## config.mk

```make
export PLATFORM = sky130hd
export DESIGN_NAME = door_detector
export DESIGN_NICKNAME = d
export VERILOG_FILES = /design/src/rtl/door_detector.sv
export SDC_FILE = /design/constraint.sdc
export NUM_CORES = 1
export LEC_CHECK = 0
export CAP_MARGIN = 20
export CELL_PAD_IN_SITES_DETAIL_PLACEMENT = 0
export CELL_PAD_IN_SITES_GLOBAL_PLACEMENT = 2
export CORE_UTILIZATION = 30
export CTS_CLUSTER_SIZE = 28
export DETAILED_ROUTE_END_ITERATION = 12
export PLACE_DENSITY = 0.9
export SLEW_MARGIN = 5
export SYNTH_ARGS = -nofsm -noshare
export SYNTH_HDL_FRONTEND = slang
export SYNTH_SLANG_ARGS = --single-unit
```

## constraint.sdc

```tcl
create_clock -name clk -period 4.1 [get_ports clk]
set_input_delay 0.82 -clock clk [delete_from_list [all_inputs] [get_ports clk]]
set_output_delay 0.82 -clock clk [all_outputs]
set_load 0.01 [all_outputs]
```

## src/rtl/door_detector.sv

```systemverilog
// Frame-rate door detector: debounces player presence in per-room door regions,
// emits a one-frame doorcode, a one-cycle spawn position, then a cooldown.
module door_detector #(
  parameter int          LEFT_EDGE       = 16,
  parameter int          RIGHT_EDGE      = 623,
  parameter int          TOP_EDGE        = 16,
  parameter int          BOTTOM_EDGE     = 463,
  parameter int          DOORY_LO        = 208,
  parameter int          DOORY_HI        = 271,
  parameter int          DOORX_LO        = 288,
  parameter int          DOORX_HI        = 351,
  parameter logic [31:0] DOOR_MASK       = 32'h0000_0012,
  parameter int          HOLD_FRAMES     = 2,
  parameter int          COOLDOWN_FRAMES = 30,
  parameter int          SPAWN_MARGIN    = 32
) (
  input  logic       clk,
  input  logic       reset,
  input  logic       frame_tick,
  input  logic [9:0] player_x,
  input  logic [9:0] player_y,
  input  logic [2:0] room,
  output logic [2:0] doorcode,
  output logic       busy,
  output logic       spawn_valid,
  output logic [9:0] spawn_x,
  output logic [9:0] spawn_y
);

  localparam logic [9:0] X_LEFT   = 10'(LEFT_EDGE);
  localparam logic [9:0] X_RIGHT  = 10'(RIGHT_EDGE);
  localparam logic [9:0] Y_TOP    = 10'(TOP_EDGE);
  localparam logic [9:0] Y_BOTTOM = 10'(BOTTOM_EDGE);
  localparam logic [9:0] Y_LO     = 10'(DOORY_LO);
  localparam logic [9:0] Y_HI     = 10'(DOORY_HI);
  localparam logic [9:0] X_LO     = 10'(DOORX_LO);
  localparam logic [9:0] X_HI     = 10'(DOORX_HI);
  localparam logic [9:0] SPAWN_XR = 10'(RIGHT_EDGE - SPAWN_MARGIN);
  localparam logic [9:0] SPAWN_XL = 10'(LEFT_EDGE + SPAWN_MARGIN);
  localparam logic [9:0] SPAWN_YB = 10'(BOTTOM_EDGE - SPAWN_MARGIN);
  localparam logic [9:0] SPAWN_YT = 10'(TOP_EDGE + SPAWN_MARGIN);
  localparam logic [3:0] HOLD_4   = 4'(HOLD_FRAMES);
  localparam logic [7:0] COOL_8   = 8'(COOLDOWN_FRAMES);

  typedef enum logic [2:0] {
    S_PLAY, S_CONFIRM, S_EMIT, S_COOLDOWN, S_WAIT_CLEAR
  } state_t;

  state_t     state_reg, state_next;
  logic [2:0] code_reg, code_next;
  logic [3:0] hold_reg, hold_next;
  logic [7:0] cool_reg, cool_next;
  logic       leave_emit;

  logic [2:0] doorcode_next;
  logic       busy_next;
  logic [9:0] spawn_x_next, spawn_y_next;

  // Region decode
  logic [3:0] room_mask_arr [8];
  logic [3:0] room_mask;
  logic       in_left, in_right, in_top, in_bottom;
  logic [2:0] cand;

  for (genvar gi = 0; gi < 8; gi++) begin : g_mask
    assign room_mask_arr[gi] = DOOR_MASK[4*gi +: 4];
  end

  assign room_mask = room_mask_arr[room];
  assign in_left   = room_mask[0] && (player_x <= X_LEFT)
                     && (player_y >= Y_LO) && (player_y <= Y_HI);
  assign in_right  = room_mask[1] && (player_x >= X_RIGHT)
                     && (player_y >= Y_LO) && (player_y <= Y_HI);
  assign in_top    = room_mask[2] && (player_y <= Y_TOP)
                     && (player_x >= X_LO) && (player_x <= X_HI);
  assign in_bottom = room_mask[3] && (player_y >= Y_BOTTOM)
                     && (player_x >= X_LO) && (player_x <= X_HI);

  always_comb begin
    cand = 3'd0;
    if (in_left)        cand = 3'd1;
    else if (in_right)  cand = 3'd2;
    else if (in_top)    cand = 3'd3;
    else if (in_bottom) cand = 3'd4;
  end

  // State register, counters and registered outputs
  always_ff @(posedge clk) begin
    if (reset) begin
      state_reg   <= S_PLAY;
      code_reg    <= 3'd0;
      hold_reg    <= 4'd0;
      cool_reg    <= 8'd0;
      doorcode    <= 3'd0;
      busy        <= 1'b0;
      spawn_valid <= 1'b0;
      spawn_x     <= 10'd0;
      spawn_y     <= 10'd0;
    end else begin
      state_reg   <= state_next;
      code_reg    <= code_next;
      hold_reg    <= hold_next;
      cool_reg    <= cool_next;
      doorcode    <= doorcode_next;
      busy        <= busy_next;
      spawn_valid <= leave_emit;
      spawn_x     <= spawn_x_next;
      spawn_y     <= spawn_y_next;
    end
  end

  // Next-state logic; nothing moves except on a frame tick
  always_comb begin
    state_next = state_reg;
    code_next  = code_reg;
    hold_next  = hold_reg;
    cool_next  = cool_reg;
    leave_emit = 1'b0;
    if (frame_tick) begin
      case (state_reg)
        S_PLAY: begin
          if (cand != 3'd0) begin
            code_next  = cand;
            hold_next  = 4'd1;
            state_next = (HOLD_FRAMES == 1) ? S_EMIT : S_CONFIRM;
          end
        end
        S_CONFIRM: begin
          if (cand == code_reg) begin
            hold_next = hold_reg + 4'd1;
            if (hold_reg + 4'd1 >= HOLD_4) state_next = S_EMIT;
          end else begin
            hold_next  = 4'd0;
            state_next = S_PLAY;
          end
        end
        S_EMIT: begin
          hold_next  = 4'd0;
          cool_next  = COOL_8;
          leave_emit = 1'b1;
          state_next = S_COOLDOWN;
        end
        S_COOLDOWN: begin
          cool_next = cool_reg - 8'd1;
          if (cool_reg == 8'd1)
            state_next = (cand == 3'd0) ? S_PLAY : S_WAIT_CLEAR;
        end
        S_WAIT_CLEAR: begin
          if (cand == 3'd0) state_next = S_PLAY;
        end
        default: state_next = S_PLAY;
      endcase
    end
  end

  // Output decode from the next state so outputs land in registers
  always_comb begin
    doorcode_next = (state_next == S_EMIT) ? code_next : 3'd0;
    busy_next     = (state_next == S_EMIT) || (state_next == S_COOLDOWN);
    spawn_x_next  = spawn_x;
    spawn_y_next  = spawn_y;
    if (leave_emit) begin
      case (code_reg)
        3'd1:    begin spawn_x_next = SPAWN_XR; spawn_y_next = player_y; end
        3'd2:    begin spawn_x_next = SPAWN_XL; spawn_y_next = player_y; end
        3'd3:    begin spawn_x_next = player_x; spawn_y_next = SPAWN_YB; end
        3'd4:    begin spawn_x_next = player_x; spawn_y_next = SPAWN_YT; end
        default: begin spawn_x_next = spawn_x;  spawn_y_next = spawn_y;  end
      endcase
    end
  end

endmodule
```

==> run_1/power_grid.png <==
Bar = 20 um. Pins as bars on the die edge. Tap cells in gray.
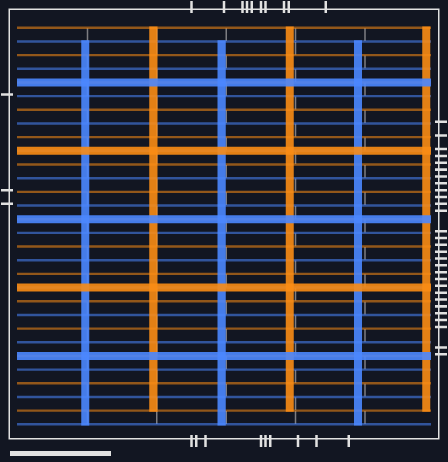
color	net
blue	VSS
orange	VDD
met1 rails	30
tap cells	77
met5 straps	5
met4 straps	6
signal pins	51
die y size: 85.1 um
Die Wd: 85.1 um
Max IR drop VDD: 126 uV

==> run_1/placement_by_type.png <==
Bar = 20 um.
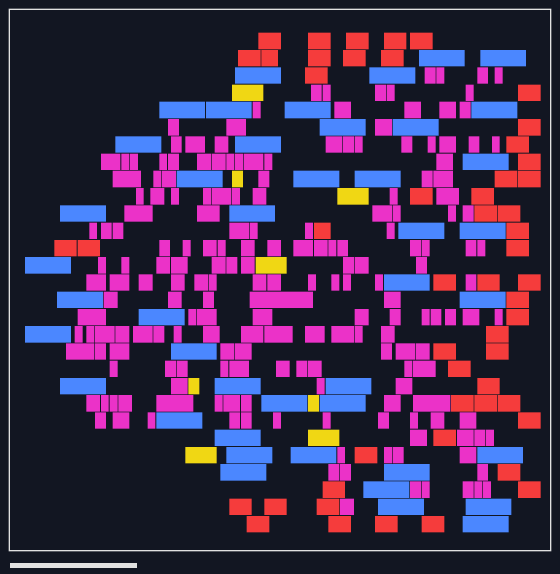
color	class	cells	share of their area
magenta	combinational and other logic	194	44%
yellow	clock drivers and dummy loads	8	3.2%
red	other buffers and delay cells	52	20%
blue	flops	43	33%
final core occ: 41.9%
Core Region: 0.00649 sq mm

==> results.cfg, run 1 <==
; flow metrics
[outcome]
outcome = completed

[logic_synthesis]
yosys_area_sq_mm = 0.00207
edf_count = 0
yosys_warnings = 0
syn_inst = 249
avgSynthCellArea_sq_um = 8.33

[sta]
fin_crit_sh_pct = 69.1
relSlewSlack_pct = 47.9

[detailed_routing]
vias = 1924
vias_per_cell = 5.14
drt-total-wl_um = 5200
wl_per_cell_um = 13.9
ant_nets = 0
route.detailed.drc = 0

[worst_setup_path]
startpoint = player_x[5]
cp-start-kind = input pin
r2r_start = state_reg[1]$_SDFF_PP0_

[clock_network]
ctsHoldBuffers = 0
htreeDepth = 2
cts-root-buf = clkbuf_8

[die]
rows = 29
dieArea_sq_mm = 0.00725
initial_utilization_pct = 31.9

[grt]
grt_max_degree = 39
grt.overflow.total = 0

[placement]
io_buffers = 50

[layout]
finish.net_count = 326

[min_path]
min_path_type = reg2reg
==> run_1/clk_routes.png <==
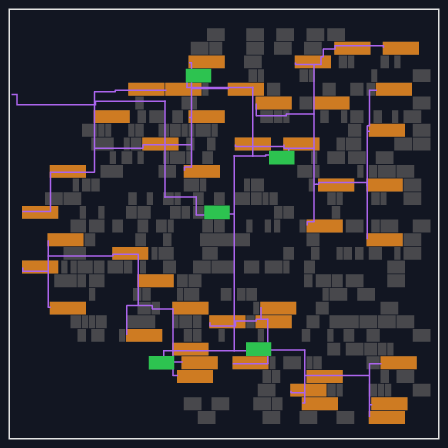
[green] clock drivers | count: 5
[purple] clock wires | length: 561 um
[orange] flip-flops | count: 43
flops lie	all over the die
routed clock nets	6
clk_skew: 0.0105 ns
clock-net power: 263 uW

-- run 1: stage by stage --
step                      std cells  instance area (sq um)  utilization, %  power [uW]  worst slack [ns]
after floorplan                 249                   2070               -         470              1.72
after global placement          366                   2640            40.6         510              1.03
after detailed placement        366                   2640            40.6         510             0.981
after CTS                       374                   2720            41.9         776              1.30
after global routing            374                   2720            41.9         797              1.11
final                           374                   2720            41.9         763              1.27
-- run 1: synthesized netlist by cell type (2+ instances only) --
library cell  number
nand3_1            7
nor2_1            31
nand2b_1           3
o21ai_0            4
dfxtp_1           43
a31oi_1            3
xor2_1             4
ha_1               4
buf_2              3
a211oi_1          10
buf_1              2
inv_1              9
nand4b_1           2
nand3b_1           2
or3_1              8
nor4_1             4
xnor2_1            3
or2_1              2
and2_1             3
nand4_1            2
nor2b_1            3
a311oi_1           2
a21oi_1           22
o22ai_1            2
nand2_1           23
nor3_1            13
o211ai_1           7
clkbuf_1           7
-- run 1: cells by family (layout without fill, tap and decap cells) --
| kind of cell | count (synthesis) | count (layout) | share of synthesized area, % |
|---|---|---|---|
| compound gates | 64 | 64 | 22.6 |
| fa+ha+maj | 4 | 4 | 2.41 |
| buf+inv | 21 | 69 | 3.98 |
| simple gates | 109 | 109 | 26.0 |
| mux | 1 | 1 | 0.483 |
| xor+xnor | 7 | 7 | 2.96 |
| flops | 43 | 43 | 41.5 |
-- run 1: report_power, final --
group | switching (uW) | leakage, uW | internal [uW]
registers | 5.05 | 0.000347 | 421
logic | 35.1 | 0.000522 | 38.9
clock network | 146 | 0.0000477 | 117
-- run 1: worst max-delay path, cell delays in order --
cell and delay (ns):
clkdlybuf4s50_1 0.47, nor4b_1 0.40, nand3_1 0.30, a211oi_2 0.42, o32ai_4 0.18, a32oi_2 0.31, nor3_1 0.09
-- run 1: routing by layer --
metal / GRT usage [%] / routed length [um] / up-vias
li1: - / - / 997
met1: 19.5 / 2530 / 877
met2: 25.0 / 2350 / 43
met3: 3.21 / 259 / 7
met4: 5.08 / 71 / 0
met5: 0 / 0 / -
-- run 1: layout make-up --
| cell class | count | area (sq um) | share of cell area, % |
|---|---|---|---|
| Clock buffer | 5 | 68.8 | 2.53 |
| Multi-Input combinational cell | 185 | 1130 | 41.5 |
| Inverter | 9 | 33.8 | 1.24 |
| Timing Repair Buffer | 52 | 515 | 19.0 |
| Clock inverter | 3 | 15.0 | 0.552 |
| Sequential cell | 43 | 861 | 31.6 |
| Tap cell | 77 | 96.3 | 3.54 |
-- run 1: final timing paths --
path / depth (start not counted) / slack, ns / to
worst max-delay path: 7 / 1.27 / doorcode[2]$_SDFF_PP0_
worst min-delay path: 2 / 0.45 / spawn_x[8]$_SDFFE_PP0P_
worst max register to register: 5 / 2.02 / spawn_y[3]$_SDFFE_PP0P_
worst min register to register: 2 / 0.45 / spawn_x[8]$_SDFFE_PP0P_
==> run_1/placement.png <==
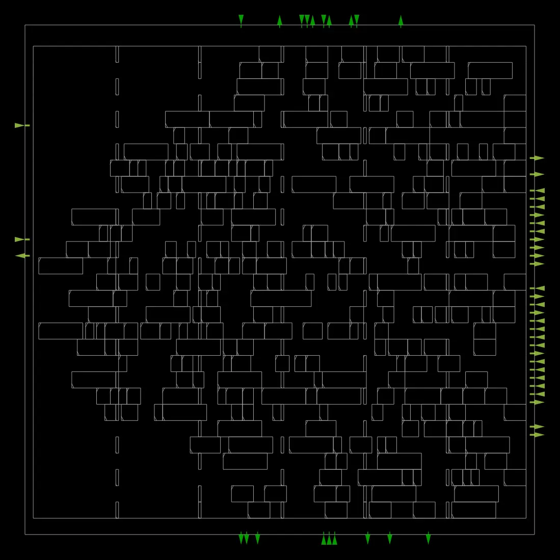

==> run 1 -> run 2 <==
--- a/config.mk
+++ b/config.mk
@@ -8,10 +8,10 @@
 export CAP_MARGIN = 20
 export CELL_PAD_IN_SITES_DETAIL_PLACEMENT = 0
 export CELL_PAD_IN_SITES_GLOBAL_PLACEMENT = 2
-export CORE_UTILIZATION = 30
+export CORE_UTILIZATION = 28
 export CTS_CLUSTER_SIZE = 28
 export DETAILED_ROUTE_END_ITERATION = 12
-export PLACE_DENSITY = 0.9
+export PLACE_DENSITY = 0.85
 export SLEW_MARGIN = 5
 export SYNTH_ARGS = -nofsm -noshare
 export SYNTH_HDL_FRONTEND = slang
==> constraint.sdc (replaced) <==
create_clock -name clk -period 2.8 [get_ports clk]
set_input_delay 0.56 -clock clk [delete_from_list [all_inputs] [get_ports clk]]
set_output_delay 0.56 -clock clk [all_outputs]
set_load 0.01 [all_outputs]
==> run_2/placement.png <==
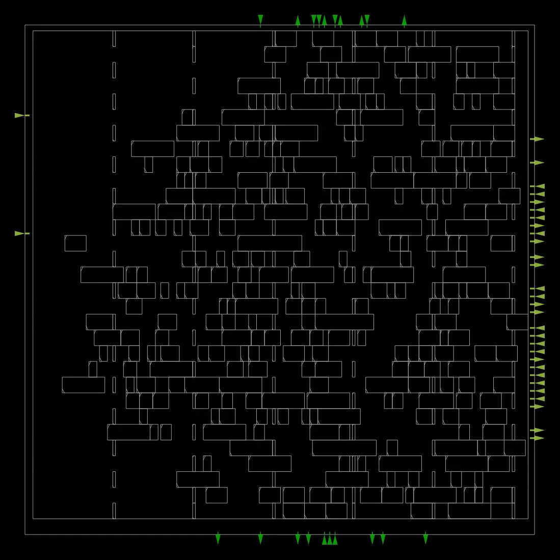
FP Rows: 31
Seq area share: 29.9%
final core occ: 40.0%

==> run 2 against run 1 <==
- non-clock buffer count is 11 higher
- final area is 6.0% higher
- register-to-register slack worse by 1.2 ns
- total power is 72% higher
- clock-buffer cell count stayed put
- worst hold slack worse by 0.0058 ns
- clock power is 120% higher
- sequential cell count stayed put
- sequential power is 46% higher
==> results.cfg, run 2 <==
; flow metrics
[worst_setup_path]
r2r_start = state_reg[1]$_SDFF_PP0_
cp_top_family = AND-OR/OR-AND gates
crit_path_end = doorcode[2]$_SDFF_PP0_
cp-start-kind = input pin
slowest_delay_ns = 0.53
crit_buf_inv = 1
startpoint = player_x[3]
r2r-end = spawn_x[1]$_SDFFE_PP0P_
cp-end-kind = register
crit_chain = clkdlybuf4s50_1 -> nand4_1 -> a221o_1 -> o32a_1 -> o32ai_4 -> a32oi_2 -> nor3_1
rrSetupSlack_ns = 0.80
cp.depth = 7

[sta]
setup_viol = 0
relSlewSlack_pct = 53.0
fin_skew_ns = 0.0118
fin_crit_sh_pct = 89.3

[logic_synthesis]
yosys_warnings = 0
edf_count = 0
avgSynthCellArea_sq_um = 8.33
netlist_top_cells_count = 43 x dfxtp_1, 31 x nor2_1, 23 x nand2_1, 22 x a21oi_1, 13 x nor3_1
yosys_area_sq_mm = 0.00207

[die]
chipHeight_um = 88.1
initial_utilization_pct = 28.7
chipWidth_um = 88.1
coreArea_sq_mm = 0.00721
dieArea_sq_mm = 0.00775

[clock_network]
htreeDepth = 2
cts-root-buf = clkbuf_8
path_clk_slew_ns = 0.08
ctsHoldBuffers = 0

[detailed_routing]
drt-total-wl_um = 5330
route.detailed.drc = 0
vias_per_cell = 4.86
ant_nets = 0
wl_per_cell_um = 13.1

[min_path]
min_from = spawn_x[0]$_SDFFE_PP0P_

[grt]
grt_max_degree = 22
grt_first_pass_wirelength_um = 8750
grt.total_usage_pct = 14.4
grt.overflow.total = 0

[outcome]
outcome = completed

[pwr]
ir_worst_vdd_uv = 194
power.total_uw = 1310

[layout]
layout-drive-gt1-share_pct = 8.44
==> run 2: worst min path at each step <==
stage	end	slack, ns	cells after the start
2_1_floorplan	hold_reg[3]$_SDFFE_PP0P_	0.45	2
6_report	spawn_x[0]$_SDFFE_PP0P_	0.45	2
5_1_grt	spawn_x[8]$_SDFFE_PP0P_	0.47	2
3_3_place_gp	spawn_x[9]$_SDFFE_PP0P_	0.44	2
3_5_place_dp	spawn_x[7]$_SDFFE_PP0P_	0.44	2
4_1_cts	spawn_x[0]$_SDFFE_PP0P_	0.46	2
==> run 2: cells by family (layout without fill, tap and decap cells) <==
| kind of cell | Yosys count | after routing | share of synthesized area [%] |
|---|---|---|---|
| DFF | 43 | 43 | 41.5 |
| and+or+nand+nor | 109 | 109 | 26.0 |
| buffers and inverters | 21 | 80 | 3.98 |
| xor gates and xnor gates | 7 | 7 | 2.96 |
| muxes | 1 | 1 | 0.483 |
| adders and majority gates | 4 | 4 | 2.41 |
| AOI/OAI and AO/OA | 64 | 64 | 22.6 |
==> run 2: where the power goes <==
part / internal [uW] / total [uW] / switching [uW]
sequential: 616 / 623 / 7.19
combinational: 61.1 / 114 / 52.5
clock: 356 / 578 / 222
total: 1030 / 1310 / 282
==> run 2: layer usage <==
| metal | GRT usage [%] | up-vias | part of all wire, % |
|---|---|---|---|
| met5 | 0 | - | 0 |
| met3 | 3.20 | 6 | 4.7 |
| li1 | - | 1016 | - |
| met2 | 25.1 | 40 | 46 |
| met4 | 4.40 | 0 | 1.2 |
| met1 | 17.8 | 914 | 48 |
==> run 2: cell type report <==
class                   instances  area [sq um]
fillers                       782          4330
multi-input cells             185          1130
flip-flops and latches         43           861
repair buffers                 63           598
well taps                      99           124
clock buffers                   5          68.8
clock inverters                 3          67.6
inverters                       9          33.8
==> run 2: stage by stage <==
| step | hold slack, ns | setup TNS, ns | area, sq um | setup WS, ns | cells |
|---|---|---|---|---|---|
| 2_1_floorplan | 0.445 | 0 | 2070 | 0.676 | 249 |
| 3_3_place_gp | 0.438 | 0 | 2750 | 0.0119 | 399 |
| 3_5_place_dp | 0.444 | -0.0285 | 2750 | -0.0158 | 399 |
| 4_1_cts | 0.456 | 0 | 2880 | 0.294 | 407 |
| 5_1_grt | 0.471 | 0 | 2880 | 0.133 | 407 |
| 6_report | 0.449 | 0 | 2880 | 0.299 | 407 |
==> run 2: worst min-delay path: stages, from the launching register on <==
cell and delay (ns):
dfxtp_1 0.31, nand2_1 0.05, a21oi_1 0.05
==> run_2/power_grid.png <==
Bar = 20 um. Pins as bars on the die edge. Tap cells in gray.
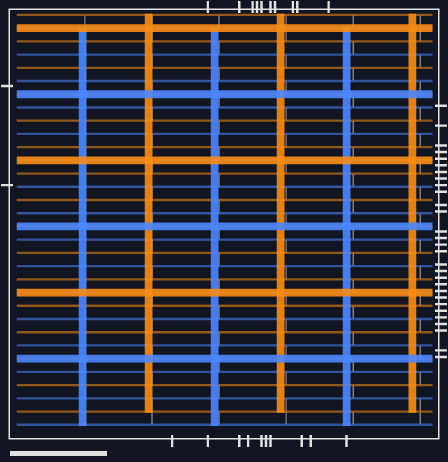

==> run 2 -> run 3 <==
==> config.mk (replaced) <==
export PLATFORM = sky130hd
export DESIGN_NAME = door_detector
export DESIGN_NICKNAME = d
export VERILOG_FILES = /design/src/rtl/door_detector.sv
export SDC_FILE = /design/constraint.sdc
export NUM_CORES = 1
export LEC_CHECK = 0
export CELL_PAD_IN_SITES_DETAIL_PLACEMENT = 0
export CELL_PAD_IN_SITES_GLOBAL_PLACEMENT = 1
export CORE_UTILIZATION = 25
export CTS_CLUSTER_SIZE = 28
export DETAILED_ROUTE_END_ITERATION = 12
export PLACE_DENSITY = 0.66
export SLEW_MARGIN = 5
export SYNTH_ARGS = -nofsm -noshare
export SYNTH_HDL_FRONTEND = slang
export SYNTH_SLANG_ARGS = --single-unit
==> run_3/power_grid.png <==
Bar = 20 um. Pins as bars on the die edge. Tap cells in gray.
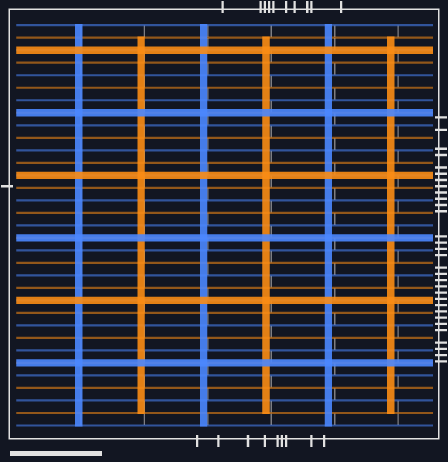
color	net
orange	VDD
blue	VSS
met5 straps	6
met4 straps	6
signal pins	51
rows	32
met1 rails	33
die y size: 93.1 um
Die Wd: 93.1 um
Core Region: 0.00789 sq mm

==> run 3 against run 2 <==
- non-clock buffer count is 1 lower
- synthesized area unchanged
- clock skew down 0.0046 ns
- register-to-register slack lost 0.04 ns
- core utilization down 4.1 points
- sequential share of layout area grew 0.59 points
- synthesized cell count stayed put
- total power decreased by 14%
- fmax decreased by 3.9%
- clock power shrank 33%
- die area grew 12%
- critical path type unchanged
==> results.cfg, run 3 <==
; flow metrics
[pwr]
pwr-share-seq_pct = 55.3
ir_worst_vdd_uv = 172
pwr-share-comb_pct = 10.1
power.total_uw = 1130
clockPowerShare_pct = 34.6

[min_path]
min_path_type = reg2reg
min_from = spawn_x[1]$_SDFFE_PP0P_

[placement]
io_buffers = 50

[grt]
grt_max_degree = 22
grt_first_pass_wirelength_um = 8770
grt.overflow.total = 0

[logic_synthesis]
netlist_top_cells_count = 43 x dfxtp_1, 31 x nor2_1, 23 x nand2_1, 22 x a21oi_1, 13 x nor3_1
syn_inst = 249
edf_count = 0
yosys_warnings = 0

[layout]
fin_util_pct = 35.8
finish.net_count = 336
layout-drive-gt1-share_pct = 8.14

[detailed_routing]
drt-total-wl_um = 5520
vias = 2039
route.detailed.drc = 0
wl_per_cell_um = 13.5

[worst_setup_path]
r2r_start = state_reg[1]$_SDFF_PP0_
rrSetupSlack_ns = 0.76
ff2ff_path_depth = 5
cp-end-kind = register

[clock_network]
path_clk_slew_ns = 0.08
ctsHoldBuffers = 0

[die]
rows = 32
initial_utilization_pct = 26.3

[sta]
relSlewSlack_pct = 52.2
worst_hold_slack_ns = 0.451

[outcome]
outcome = completed
## run 3: netlist changes by cell type in the layout (fill, tap and decap cells not counted), sizes merged
| cell | change |
|---|---|
| clkinvlp | -1 |
| clkinv | +3 |
| buf | -1 |
| bufinv | -2 |
## run 3: metrics by stage
step	instances	worst slack [ns]	instance area, sq um
floorplan	249	0.676	2070
finish	409	0.197	2830
global route	409	0.0823	2830
detailed placement	401	-0.0535	2740
global placement	401	0.0141	2740
CTS	409	0.247	2830
## run 3: logic make-up after synthesis
family / Yosys count / share of synthesized area [%]
AND-OR/OR-AND: 64 / 22.6
XOR/XNOR: 7 / 2.96
buffers and inverters: 21 / 3.98
adder cells (fa/ha/maj): 4 / 2.41
flip-flops: 43 / 41.5
multiplexers: 1 / 0.483
AND/OR/NAND/NOR: 109 / 26.0
## run 3: final cells by class
class	instances	area, sq um
fill	841	5060
timing repair buffer	62	591
sequential	43	861
tap	102	128
clock inverter	3	15.0
clock buffer	5	68.8
multi-input combinational	185	1130
inverter	9	33.8
## run 3: routing by layer
| metal | GRT usage (%) | vias to the layer above | wire (um) |
|---|---|---|---|
| met2 | 23.0 | 41 | 2640 |
| met1 | 15.0 | 971 | 2560 |
| met5 | 0 | - | 0 |
| li1 | - | 1020 | - |
| met4 | 3.08 | 0 | 57 |
| met3 | 3.17 | 7 | 263 |
## run 3: power by group through the flow
stage | clock, uW | sequential (uW) | combinational [uW]
floorplan | 0 | 636 | 52.7
global placement | 0 | 638 | 113
global route | 428 | 625 | 123
CTS | 409 | 623 | 114
finish | 389 | 623 | 114
detailed placement | 0 | 638 | 113
## run 3: worst max-delay path by stage
| stage | endpoint | cells after the start | start | slack [ns] |
|---|---|---|---|---|
| 6_report | doorcode[0]$_SDFF_PP0_ | 7 | player_x[5] | 0.20 |
| 3_3_place_gp | doorcode[2]$_SDFF_PP0_ | 7 | player_x[5] | 0.01 |
| 4_1_cts | doorcode[0]$_SDFF_PP0_ | 7 | player_x[5] | 0.25 |
| 5_1_grt | doorcode[0]$_SDFF_PP0_ | 7 | player_x[5] | 0.08 |
| 3_5_place_dp | doorcode[0]$_SDFF_PP0_ | 7 | player_x[5] | -0.05 |
| 2_1_floorplan | doorcode[0]$_SDFF_PP0_ | 6 | player_x[5] | 0.68 |
## run 3: critical path, cell delays in order
cell             delay [ns]
clkdlybuf4s50_1        0.46
nor4b_1                0.43
nand3_1                0.29
a211oi_2               0.42
o32ai_4                0.18
a32oi_2                0.33
nor3_1                 0.10

==> gallery <==
Wiring by layer.
Bar = 20 um. Only two layers are drawn.
image #1
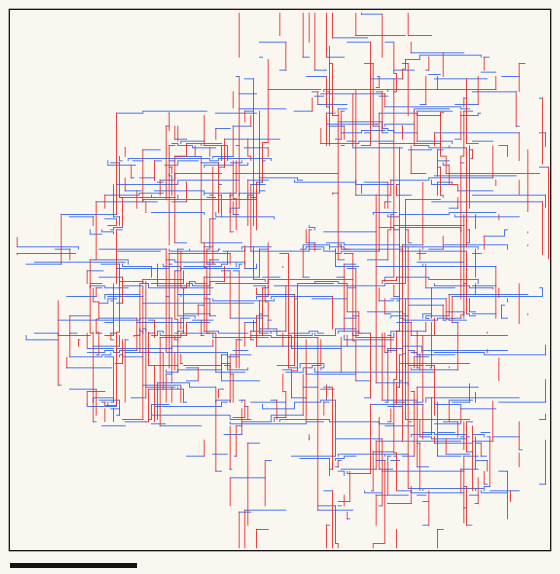
image #2
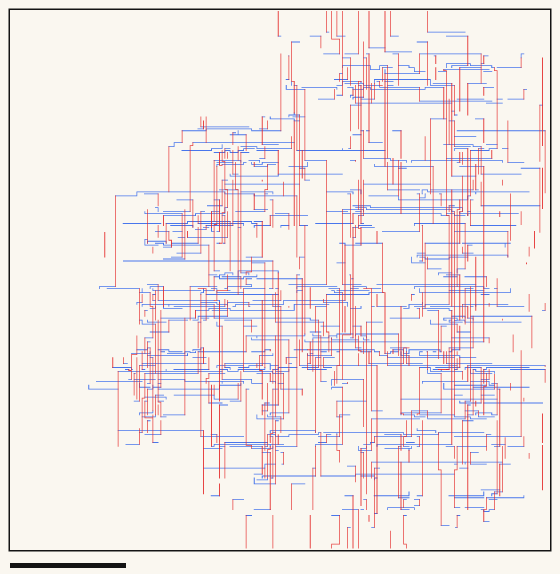
run 1 -> image #1
run 3 -> image #2

Power and IR drop assume default switching activity.
